Run 1, met2 routing:
The bar under the picture is 50 µm long.
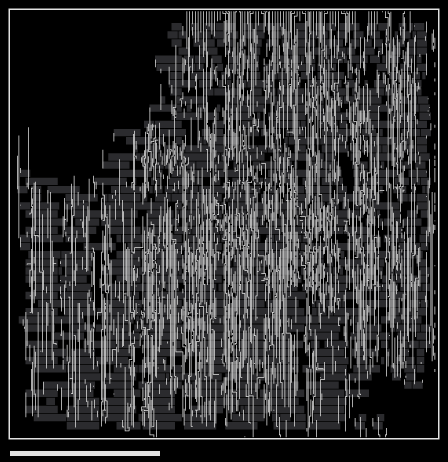
Run 1, signal wires on met4:
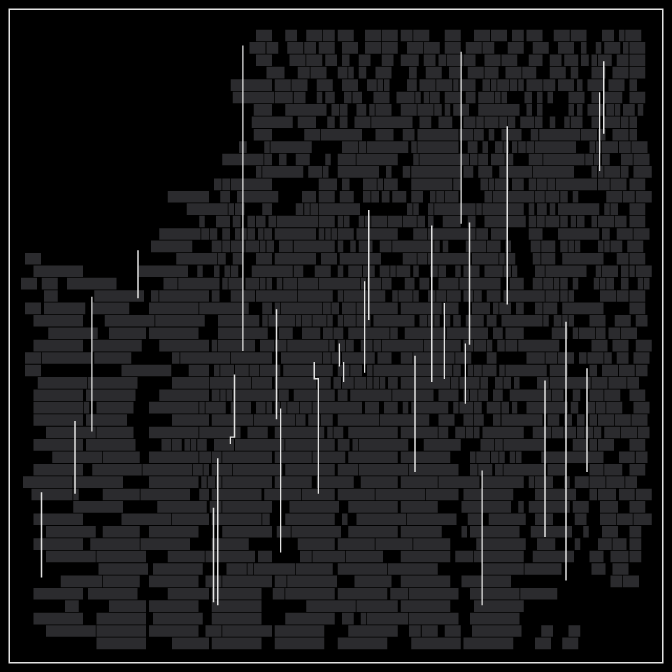
Run 1, routing congestion map:
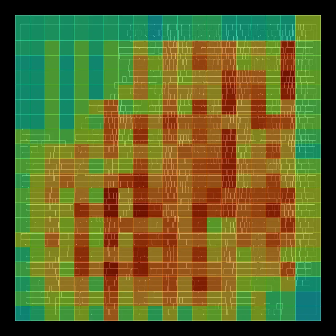
### src/rtl/cpu_io_bus_if.sv
// Core data-port bus between the MIPS core and the memory/I-O controller.
interface cpu_io_bus_if;
    logic [31:0] m_addr;
    logic        m_write;
    logic        m_read;
    logic [31:0] d_t_mem;
    logic [31:0] d_f_mem;

    modport master (
        output m_addr,
        output m_write,
        output m_read,
        output d_t_mem,
        input  d_f_mem
    );

    modport slave (
        input  m_addr,
        input  m_write,
        input  m_read,
        input  d_t_mem,
        output d_f_mem
    );
endinterface

### src/rtl/cpu_io_bus_ctrl.sv
// Memory/I-O bus controller: RAM vs I-O decode, combinational read mux,
// keyboard scan-code FIFO, prescaled tick timer and LED register.
module cpu_io_bus_ctrl #(
    parameter int unsigned RAM_AW   = 10,
    parameter int unsigned FIFO_AW  = 4,
    parameter int unsigned TICK_DIV = 50000
) (
    input  logic                clk,
    input  logic                clrn,
    cpu_io_bus_if.slave         bus,
    output logic [RAM_AW-1:0]   ram_addr,
    output logic                ram_we,
    output logic [31:0]         ram_wdata,
    input  logic [31:0]         ram_rdata,
    input  logic                kbd_valid,
    input  logic [7:0]          kbd_code,
    output logic [15:0]         led,
    output logic                kbd_irq
);

    localparam int unsigned DEPTH = 1 << FIFO_AW;
    localparam int unsigned CW    = FIFO_AW + 1;
    localparam int unsigned PW    = $clog2(TICK_DIV);
    localparam logic [PW-1:0] PRESC_MAX = PW'(TICK_DIV - 1);

    localparam logic [2:0] SEL_STAT = 3'd0;
    localparam logic [2:0] SEL_DATA = 3'd1;
    localparam logic [2:0] SEL_TCNT = 3'd2;
    localparam logic [2:0] SEL_TCTL = 3'd3;
    localparam logic [2:0] SEL_LED  = 3'd4;

    logic [7:0]         fifo_mem [DEPTH];
    logic [FIFO_AW-1:0] rd_ptr_q, rd_ptr_d;
    logic [FIFO_AW-1:0] wr_ptr_q, wr_ptr_d;
    logic [CW-1:0]      count_q, count_d;
    logic               ovf_q, ovf_d;
    logic [31:0]        timer_q, timer_d;
    logic [PW-1:0]      presc_q, presc_d;
    logic               tmr_en_q, tmr_en_d;
    logic [15:0]        led_q, led_d;
    logic               irq_q, irq_d;

    logic               is_io;
    logic [2:0]         sel;
    logic               st_io;
    logic               ld_io;
    logic               empty;
    logic               full;
    logic               pop;
    logic               push;
    logic               drop;
    logic               tick;
    logic [31:0]        stat_rd;
    logic [31:0]        head_rd;
    logic               unused_addr;

    // Address decode; a store beats a load if both strobes are high
    assign is_io = bus.m_addr[31];
    assign sel   = bus.m_addr[4:2];
    assign st_io = is_io & bus.m_write;
    assign ld_io = is_io & bus.m_read & ~bus.m_write;

    assign ram_addr  = bus.m_addr[RAM_AW+1:2];
    assign ram_we    = ~is_io & bus.m_write;
    assign ram_wdata = bus.d_t_mem;

    assign unused_addr = ^{bus.m_addr[30:RAM_AW+2], bus.m_addr[1:0]};

    // A pop frees a slot in the same cycle, so a full FIFO still accepts a push
    assign empty = (count_q == '0);
    assign full  = (count_q == CW'(DEPTH));
    assign pop   = ld_io & (sel == SEL_DATA) & ~empty;
    assign push  = kbd_valid & (~full | pop);
    assign drop  = kbd_valid & full & ~pop;
    assign tick  = tmr_en_q & (presc_q == PRESC_MAX);

    always_comb begin
        rd_ptr_d = rd_ptr_q;
        wr_ptr_d = wr_ptr_q;
        count_d  = count_q;
        ovf_d    = ovf_q;
        timer_d  = timer_q;
        presc_d  = presc_q;
        tmr_en_d = tmr_en_q;
        led_d    = led_q;

        if (pop) begin
            rd_ptr_d = rd_ptr_q + FIFO_AW'(1);
        end
        if (push) begin
            wr_ptr_d = wr_ptr_q + FIFO_AW'(1);
        end
        case ({push, pop})
            2'b10:   count_d = count_q + CW'(1);
            2'b01:   count_d = count_q - CW'(1);
            default: count_d = count_q;
        endcase

        // Dropped byte sets ovf after the clear so a simultaneous set wins
        if (st_io && (sel == SEL_STAT) && bus.d_t_mem[1]) begin
            ovf_d = 1'b0;
        end
        if (drop) begin
            ovf_d = 1'b1;
        end

        if (st_io && (sel == SEL_TCNT)) begin
            timer_d = bus.d_t_mem;
            presc_d = '0;
        end else if (tmr_en_q) begin
            if (tick) begin
                presc_d = '0;
                timer_d = timer_q + 32'd1;
            end else begin
                presc_d = presc_q + PW'(1);
            end
        end

        if (st_io && (sel == SEL_TCTL)) begin
            tmr_en_d = bus.d_t_mem[0];
        end
        if (st_io && (sel == SEL_LED)) begin
            led_d = bus.d_t_mem[15:0];
        end

        irq_d = (count_d != '0);
    end

    always_ff @(posedge clk or negedge clrn) begin
        if (!clrn) begin
            rd_ptr_q <= '0;
            wr_ptr_q <= '0;
            count_q  <= '0;
            ovf_q    <= 1'b0;
            timer_q  <= '0;
            presc_q  <= '0;
            tmr_en_q <= 1'b0;
            led_q    <= '0;
            irq_q    <= 1'b0;
        end else begin
            rd_ptr_q <= rd_ptr_d;
            wr_ptr_q <= wr_ptr_d;
            count_q  <= count_d;
            ovf_q    <= ovf_d;
            timer_q  <= timer_d;
            presc_q  <= presc_d;
            tmr_en_q <= tmr_en_d;
            led_q    <= led_d;
            irq_q    <= irq_d;
        end
    end

    // FIFO storage carries no reset; only entries between the pointers are read
    always_ff @(posedge clk) begin
        if (push) begin
            fifo_mem[wr_ptr_q] <= kbd_code;
        end
    end

    always_comb begin
        stat_rd              = '0;
        stat_rd[8 +: CW]     = count_q;
        stat_rd[1]           = ovf_q;
        stat_rd[0]           = ~empty;
        head_rd              = empty ? 32'd0 : {24'd0, fifo_mem[rd_ptr_q]};
    end

    // Core cannot stall, so read data is purely combinational
    always_comb begin
        bus.d_f_mem = 32'd0;
        if (!is_io) begin
            bus.d_f_mem = ram_rdata;
        end else begin
            case (sel)
                SEL_STAT: bus.d_f_mem = stat_rd;
                SEL_DATA: bus.d_f_mem = head_rd;
                SEL_TCNT: bus.d_f_mem = timer_q;
                SEL_TCTL: bus.d_f_mem = {31'd0, tmr_en_q};
                SEL_LED:  bus.d_f_mem = {16'd0, led_q};
                default:  bus.d_f_mem = 32'd0;
            endcase
        end
    end

    assign led     = led_q;
    assign kbd_irq = irq_q;

endmodule
### src/flat_wrapper.sv
// flat-port wrapper written by rule: the top's interface ports become plain ports
module cpu_io_bus_ctrl_flat 
#(
    parameter int unsigned RAM_AW   = 10,
    parameter int unsigned FIFO_AW  = 4,
    parameter int unsigned TICK_DIV = 50000
)
  (clk, clrn, ram_addr, ram_we, ram_wdata, ram_rdata, kbd_valid, kbd_code, led, kbd_irq, bus_m_addr, bus_m_write, bus_m_read, bus_d_t_mem, bus_d_f_mem);
  cpu_io_bus_if bus_i ();
  input  logic clk;
  input  logic clrn;
  output logic [RAM_AW-1:0] ram_addr;
  output logic ram_we;
  output logic [31:0] ram_wdata;
  input  logic [31:0] ram_rdata;
  input  logic kbd_valid;
  input  logic [7:0] kbd_code;
  output logic [15:0] led;
  output logic kbd_irq;
  input wire logic [$bits(bus_i.m_addr)-1:0] bus_m_addr;
  input wire logic [$bits(bus_i.m_write)-1:0] bus_m_write;
  input wire logic [$bits(bus_i.m_read)-1:0] bus_m_read;
  input wire logic [$bits(bus_i.d_t_mem)-1:0] bus_d_t_mem;
  output wire logic [$bits(bus_i.d_f_mem)-1:0] bus_d_f_mem;
  assign bus_i.m_addr = bus_m_addr;
  assign bus_i.m_write = bus_m_write;
  assign bus_i.m_read = bus_m_read;
  assign bus_i.d_t_mem = bus_d_t_mem;
  assign bus_d_f_mem = bus_i.d_f_mem;
  cpu_io_bus_ctrl #(.RAM_AW(RAM_AW), .FIFO_AW(FIFO_AW), .TICK_DIV(TICK_DIV)) u_core (.clk(clk), .clrn(clrn), .bus(bus_i), .ram_addr(ram_addr), .ram_we(ram_we), .ram_wdata(ram_wdata), .ram_rdata(ram_rdata), .kbd_valid(kbd_valid), .kbd_code(kbd_code), .led(led), .kbd_irq(kbd_irq));
endmodule
### config.mk
export PLATFORM = sky130hd
export DESIGN_NAME = cpu_io_bus_ctrl_flat
export DESIGN_NICKNAME = d
export VERILOG_FILES = /design/src/rtl/cpu_io_bus_if.sv /design/src/rtl/cpu_io_bus_ctrl.sv /design/src/flat_wrapper.sv
export SDC_FILE = /design/constraint.sdc
export NUM_CORES = 1
export LEC_CHECK = 0
export CAP_MARGIN = 20
export CORE_MARGIN = 2
export CORE_UTILIZATION = 52
export DETAILED_ROUTE_END_ITERATION = 6
export GPL_TIMING_DRIVEN = 0
export PLACE_DENSITY = 0.83
export SYNTH_ARGS = -nofsm -noshare
export SYNTH_HDL_FRONTEND = slang
export SYNTH_SLANG_ARGS = --single-unit
### constraint.sdc
create_clock -name clk -period 3 [get_ports clk]
set_input_delay 0.45 -clock clk [delete_from_list [all_inputs] [get_ports clk]]
set_output_delay 0.45 -clock clk [all_outputs]
set_load 0.05 [all_outputs]
==> flow_summary.ini, run 1 <==
; yosys + openroad results
[clock_network]
numClockSinks = 208
cts_setup_buffers = 6
clk_pin_slew_worst_paths_ns = 0.06
clkLatencyLatePin_ns = 0.51
clockBufferDepth = 3
cts_tree = done
post_cts_resized = 166
cts-buffers-inserted = 22
hold_buffers = 1

[floorplanning]
chipArea_um2 = 20400
fp-row-count = 50
coreArea_um2 = 18800
die_h_um = 143
fp_util = 0.533
pin_count = 201
nWellTaps = 260

[outcome]
violations = setup timing
outcome = complete, but fails checks

[timing]
timing.setup.tns_ns = -0.641
finalHoldViolCount = 0
fmax_ghz = 0.326
setup_viol = 27
rsz0062_at_grt = true
fin_ws_ns = -0.0698
final.period_utilization = 1.02
period_needed_ns = 3.07
tightestPinTransition_ns = 0.890
relSlewSlack = 0.403

[power_and_ir_drop]
power_mw = 9.68
cellInternalPower_mw = 6.44
p_sw_mw = 3.25
leakage_nw = 4.88
seq_power_mw = 3.85
power_density_nw_per_um2 = 740
p_comb_frac = 0.334
powerComb_mw = 3.23
switching_share = 0.335
peakVddDrop_mv = 0.630
pwr-share-seq = 0.398

[place]
hpwl_um = 18800
placed_cells = 1234
gp_congestion = 0.870
dpl_cell_area_um2 = 12200
io_buffers = 171

[grt]
grt_pass1_vias = 7159
grt_busiest_layer = met2
grt_pass1_wl_um = 41400
antenna_found_initial = 0
grt_max_degree = 73
grtUsageMet2 = 0.445

[routing]
wl_met1_um = 10800
highest_layer = met4
ant_nets = 0
wl_met3_um = 2340
wl_per_cell_um = 21.4
drt_iter0_markers = 781
dr.pass1.iters = 5

[logic_synthesis]
synth-edff-count = 128
syn_area_um2 = 10000
synth.mux.area_fraction = 0.119
ys_chip_area_um2 = 10000
aoi_share = 0.0699
avgSynthCellArea_um2 = 12.6
simple_gate_area_frac = 0.107
ys.flops = 208
ys_seq_frac = 0.582
synthXorXnorAreaFrac = 0.0445
ff_type = edfxtp_1
synth_cell_types = 49
synth_stat.cells = 798
syn_inst = 798
async_reset_ff_frac = 0.385
ys_warn_count = 0

[finish]
bufAreaShareNonClock = 0.188
largest_register_ffs = 128
final_nets = 1126
buffers_excl_clock = 272
syn_to_final_growth_pct = 30.3
regMostFlops = u_core.fifo_mem
final_area_um2 = 13100
lay_top_count = clkdlybuf4s50_1
top_regs = u_core.fifo_mem (128), u_core.timer_q (32)
largest_class = flip-flops and latches
finalNonFillerCells = 1285
inverters_excl_clock = 42
comb-cell-share = 0.276
logic_area_um2 = 3610
regArea_um2 = 5850
nFlopsAndLatches = 208

[setup_path]
crit_type = flop to primary output
critical_path_peak_fanout = 7
critical_path_buf_inv_count = 4
crit_slowest_cell = mux4_2
worstPathArrival_ns = 2.62
crit_end = bus_d_f_mem[7]
reg2regPathDepth = 10
r2r-end = u_core.kbd_irq
cp.depth = 7
critPathCaptureType = primary output
crit_start = u_core.rd_ptr_q[0]
crit_path_max_incr_delay_ns = 0.55

[run]
warnings = 52
drv_cap = 0

[min_path]
hold_path.class = input port to async pin
## Picture notes: 'met2 routing'
wire length on this layer: 13700 µm
main direction: vertical
nets with wire on the layer: 976

## Picture notes: 'signal wires on met4'
wire length on this layer: 711 µm
share of all routed wire: 2.6%
nets with wire on the layer: 23

## Picture notes: 'routing congestion map'
GRT met3 Usage: 0.0379
routing usage on met1: 0.370
Global Route Usage Sum: 0.267

-- run 1: synth_stat cells (all sizes together), types with 8 or more instances --
master / n / share of area
buf: 57 / 0.041
mux2: 20 / 0.022
nand4: 18 / 0.011
dfrtp: 80 / 0.20
edfxtp: 128 / 0.38
nor3: 9 / 0.0056
mux4: 40 / 0.090
a22oi: 11 / 0.0082
nor2: 38 / 0.014
xor2: 33 / 0.029
a21oi: 16 / 0.0080
nand2: 72 / 0.027
xnor2: 18 / 0.016
and3: 11 / 0.0074
o22ai: 9 / 0.0056
ha: 8 / 0.010
o21ai: 78 / 0.039
clkbuf: 28 / 0.011
nand3: 22 / 0.011
inv: 42 / 0.016
==> run 1 -> run 2 <==
ABC_AREA = 1   (was default)
CORE_UTILIZATION = 53   (was 52)
TNS_END_PERCENT = 50   (was default)
==> run 2 against run 1 <==
Synthesized cell count rose by 46%. The flow finishes with violations (DRC). Highest routed layer unchanged. Die size rose by 5.5%. Flip-flop count did not move. Global-route usage rose by 2.8 points. Design area rose by 5.2%. Wire length rose by 17%. Critical path depth rose by 3. Combinational power rose by 16%. Register-to-register slack improved by 0.22 ns. Fmax rose by 4.2%. Cell count rose by 29%. Sequential power rose by 1%.
==> flow_summary.ini, run 2 <==
; yosys + openroad results
[timing]
tightestPinTransition_ns = 0.967
fin_ws_ns = 0.0546
rsz0062_at_grt = true
finalHoldViolCount = 0
setup_viol = 0
relSlewSlack = 0.353

[grt]
grt_busiest_layer = met2
antenna_found_initial = 0
grt_pass1_vias = 9559
met1_usage = 0.396
grt_pass1_wl_um = 50100

[logic_synthesis]
yosysTopAreaCell = edfxtp_1
top_cell_area_share = 0.356
ys_warn_count = 0
synth-edff-count = 128
async_reset_ff_frac = 0.385
syn_inst = 1166
most_common_cell = nand2_1
ys_chip_area_um2 = 10800
ys.flops = 208
ff_type = edfxtp_1
ys_seq_frac = 0.541
synth_stat.cells = 1166
synth_cell_types = 50
yosys-top-cells-area = edfxtp_1 36%, dfrtp_1 19%, nand2_1 6.8%
avgSynthCellArea_um2 = 9.27
common_cells = 197 x nand2_1, 158 x nor2_1, 128 x edfxtp_1, 115 x o21ai_0, 97 x inv_1
syn_area_um2 = 10800

[run]
warnings = 52
drv_cap = 0

[setup_path]
crit_end = bus_d_f_mem[5]
crit_start = u_core.rd_ptr_q[0]
crit_path_max_incr_delay_ns = 0.41
critical_path_buf_inv_count = 4
crit_type = flop to primary output
cp.depth = 10
reg2regPathDepth = 6
worstPathArrival_ns = 2.50
crit_slowest_cell = dfrtp_1
r2r-end = u_core.fifo_mem[15][0]
critPathCaptureType = primary output

[finish]
logic_area_um2 = 4080
top_regs = u_core.fifo_mem (128), u_core.timer_q (32)
bufAreaShareNonClock = 0.167
final_area_um2 = 13800
largest_class = flip-flops and latches
buffers_excl_clock = 263
regArea_um2 = 5850
largest_register_ffs = 128
finalNonFillerCells = 1652
regMostFlops = u_core.fifo_mem
comb-cell-share = 0.296
final_nets = 1482
syn_to_final_growth_pct = 27.3

[power_and_ir_drop]
peakVddDrop_mv = 0.432
p_sw_mw = 4.11
cellInternalPower_mw = 6.44
power_mw = 10.6
switching_share = 0.389
power_density_nw_per_um2 = 767
pwr-share-seq = 0.368
p_comb_frac = 0.355

[clock_network]
cts-buffers-inserted = 23
clkLatencyLatePin_ns = 0.52
hold_buffers = 1
clk_pin_slew_worst_paths_ns = 0.06
numClockSinks = 208
cts_setup_buffers = 1
cts_tree = done

[routing]
highest_layer = met4
drt_iter0_markers = 948
wl_per_cell_um = 19.4
post-route-drc-count = 1
wl_met1_um = 12500
wl_met3_um = 2980
ant_nets = 0
dr.pass1.iters = 7

[place]
io_buffers = 172
dpl_cell_area_um2 = 12900
placed_cells = 1609
hpwl_um = 22500

[floorplanning]
fp_util = 0.538
nWellTaps = 270
coreArea_um2 = 20100
chipArea_um2 = 21600
fp-row-count = 52

[outcome]
violations = DRC
outcome = complete, but fails checks
[run 2: power by group through the flow]
stage / Clock (mW) / Combinational, mW / Sequential (mW)
2_1_floorplan: 0 / 2.20 / 3.95
3_3_place_gp: 0 / 3.42 / 3.87
3_5_place_dp: 0 / 3.53 / 3.88
4_1_cts: 2.93 / 3.60 / 3.87
5_1_grt: 3.06 / 4.03 / 3.94
6_report: 2.92 / 3.75 / 3.89
[run 2: kinds of logic after synthesis]
| group | count (synthesis) | synth area share |
|---|---|---|
| flops | 208 | 0.541 |
| xor+xnor | 30 | 0.0243 |
| compound gates | 238 | 0.138 |
| mux | 1 | 0.000926 |
| buf+inv | 195 | 0.0851 |
| simple gates | 486 | 0.201 |
| fa+ha+maj | 8 | 0.00926 |
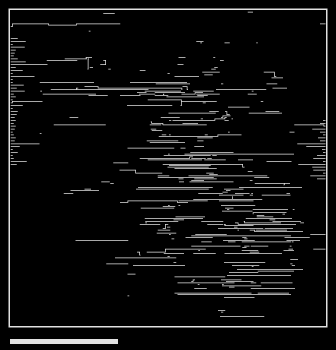
Run 2: the metal 3 layer
The bar under the picture is 50 µm long.
wire length on this layer: 2980 µm
main direction: horizontal
nets with wire on the layer: 208
longest straight run: 52.4 µm
share of all routed wire: 9.3%
GRT met3 Usage: 0.0460
Total Wirelength: 32000 µm
Vias: 9455

==> run 2 -> run 3 <==
CTS_CLUSTER_DIAMETER = 60   (was default)
CTS_CLUSTER_SIZE = 16   (was default)
==> run 3 against run 2 <==
The run now ends clean. Worst setup slack worse by 0.015 ns. Critical path depth up 1. First-iteration DRC count up 6.3%. Non-clock buffer count unchanged. Cell count down 0.48%. Hold slack better by 0.010 ns. Critical path type unchanged. Largest cell class unchanged.
==> flow_summary.ini, run 3 <==
; yosys + openroad results
[logic_synthesis]
yosysTopAreaCell = edfxtp_1
ys.flops = 208
ys_chip_area_um2 = 10800
top_cell_area_share = 0.356
synthXorXnorAreaFrac = 0.0243
synth.mux.area_fraction = 0.000926
syn_inst = 1166
common_cells = 197 x nand2_1, 158 x nor2_1, 128 x edfxtp_1, 115 x o21ai_0, 97 x inv_1
simple_gate_area_frac = 0.201
synth_cell_types = 50
synth-adder-area-share = 0.00926
ys_warn_count = 0
most_common_cell = nand2_1
synth_stat.cells = 1166
aoi_share = 0.138
yosys-top-cells-area = edfxtp_1 36%, dfrtp_1 19%, nand2_1 6.8%
syn_area_um2 = 10800
ys_seq_frac = 0.541
top_logic_kind = simple AND/OR/NAND/NOR gates
async_reset_ff_frac = 0.385
ff_type = edfxtp_1
synth-edff-count = 128
avgSynthCellArea_um2 = 9.27

[place]
gp_congestion = 0.968
hpwl_um = 22500
placed_cells = 1609
dpl_cell_area_um2 = 12900
io_buffers = 172

[routing]
num_vias = 9488
highest_layer = met4
ant_nets = 0
wl_met3_um = 3280
drt_wl_total_um = 31700
wl_met1_um = 12200
dr.pass1.iters = 6
drt_iter0_markers = 1008
post-route-drc-count = 0

[power_and_ir_drop]
powerComb_mw = 3.72
pwr-share-clk = 0.239
switching_share = 0.401
power_leader = registers
cellInternalPower_mw = 5.98
leakage_nw = 5.44
power_mw = 9.99
p_comb_frac = 0.372
pwr-share-seq = 0.389
seq_power_mw = 3.88
power_density_nw_per_um2 = 739
p_sw_mw = 4.00
clock_power_mw = 2.39
peakVddDrop_mv = 0.371

[clock_network]
clkLatencyLatePin_ns = 0.51
post_cts_resized = 190
cts_setup_buffers = 0
cts-buffers-inserted = 19
clk_pin_slew_worst_paths_ns = 0.07
hold_buffers = 1
clockBufferDepth = 3
numClockSinks = 208
cts_tree = done

[floorplanning]
chipArea_um2 = 21600
die_h_um = 147
coreArea_um2 = 20100
fp-row-count = 52
fp_util = 0.538

[timing]
relSlewSlack = 0.290
skew_ns = 0.0164
tightestPinTransition_ns = 1.06
maxSlewViolCount = 0
timing.setup.tns_ns = 0
fmax_ghz = 0.338
period_needed_ns = 2.96
fin_ws_ns = 0.0399
rsz0062_at_grt = true
finalHoldViolCount = 0
final.period_utilization = 0.987
setup_viol = 0

[finish]
finalNonFillerCells = 1644
final_nets = 1478
regMostFlops = u_core.fifo_mem
drive_above_1_share = 0.141
final_area_um2 = 13500
diodes = 0
syn_to_final_growth_pct = 25.0
top_regs = u_core.fifo_mem (128), u_core.timer_q (32)
lay_top_count = nand2_1
largest_register_ffs = 128

[setup_path]
crit_start = u_core.rd_ptr_q[0]
crit_end = bus_d_f_mem[5]
r2r_slack_ns = 0.30
critPathCaptureType = primary output
crit_type = flop to primary output
r2r-end = u_core.fifo_mem[2][3]
critical_path_peak_fanout = 10
reg2regPathDepth = 6
worstPathArrival_ns = 2.51

[grt]
grtUsageTotal = 0.290
grt_pass1_wl_um = 49300
met1_usage = 0.395
grt_pass1_vias = 9338
grt_max_degree = 71
antenna_found_initial = 0

[run]
drv_cap = 0
warnings = 51

[outcome]
outcome = completed

[min_path]
hold_path.class = input port to async pin
## run 3: cell type report
class / instances / area [µm²] / share of cell area
buffer: 87 / 602 / 0.0445
clock buffer: 27 / 527 / 0.0390
clock inverter: 7 / 68.8 / 0.00509
inverter: 106 / 403 / 0.0298
multi-input combinational: 763 / 4070 / 0.301
sequential: 208 / 5850 / 0.433
tap: 270 / 338 / 0.0250
timing repair buffer: 176 / 1650 / 0.122
## run 3: critical path, cell delays in order (launching register included)
cell and delay (ns):
dfrtp_1 0.41, inv_1 0.13, clkbuf_4 0.26, nor2_1 0.07, nor2_1 0.09, o21ai_0 0.12, o211ai_1 0.12, nand3_1 0.15
a21oi_2 0.24, o21ai_0 0.11, nand2_1 0.10, buf_4 0.20
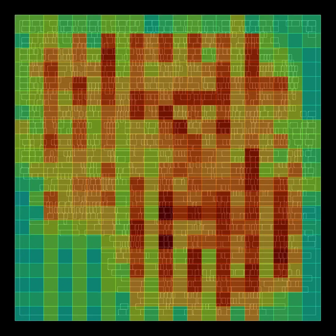
Run 3: routing congestion map
GRT met3 Usage: 0.0438
GR peak layer: met2
Routed wire per std cell: 19.3 µm
met2 Usage GRT: 0.473


==> layout pictures side by side <==
M1 wires.
image #1
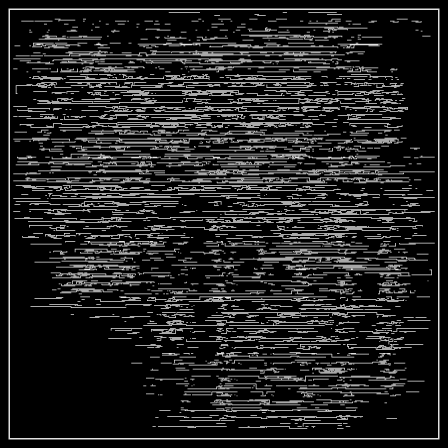
image #2
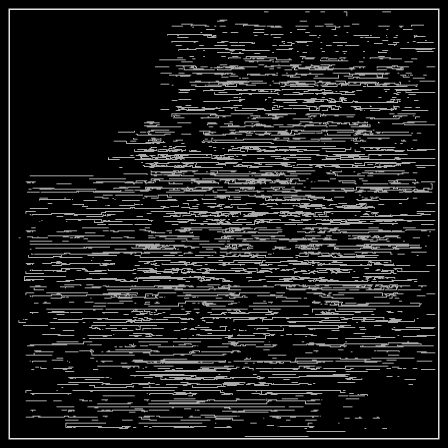
- run 1 = image #2
- run 2 = image #1

Power and IR drop assume default switching activity.
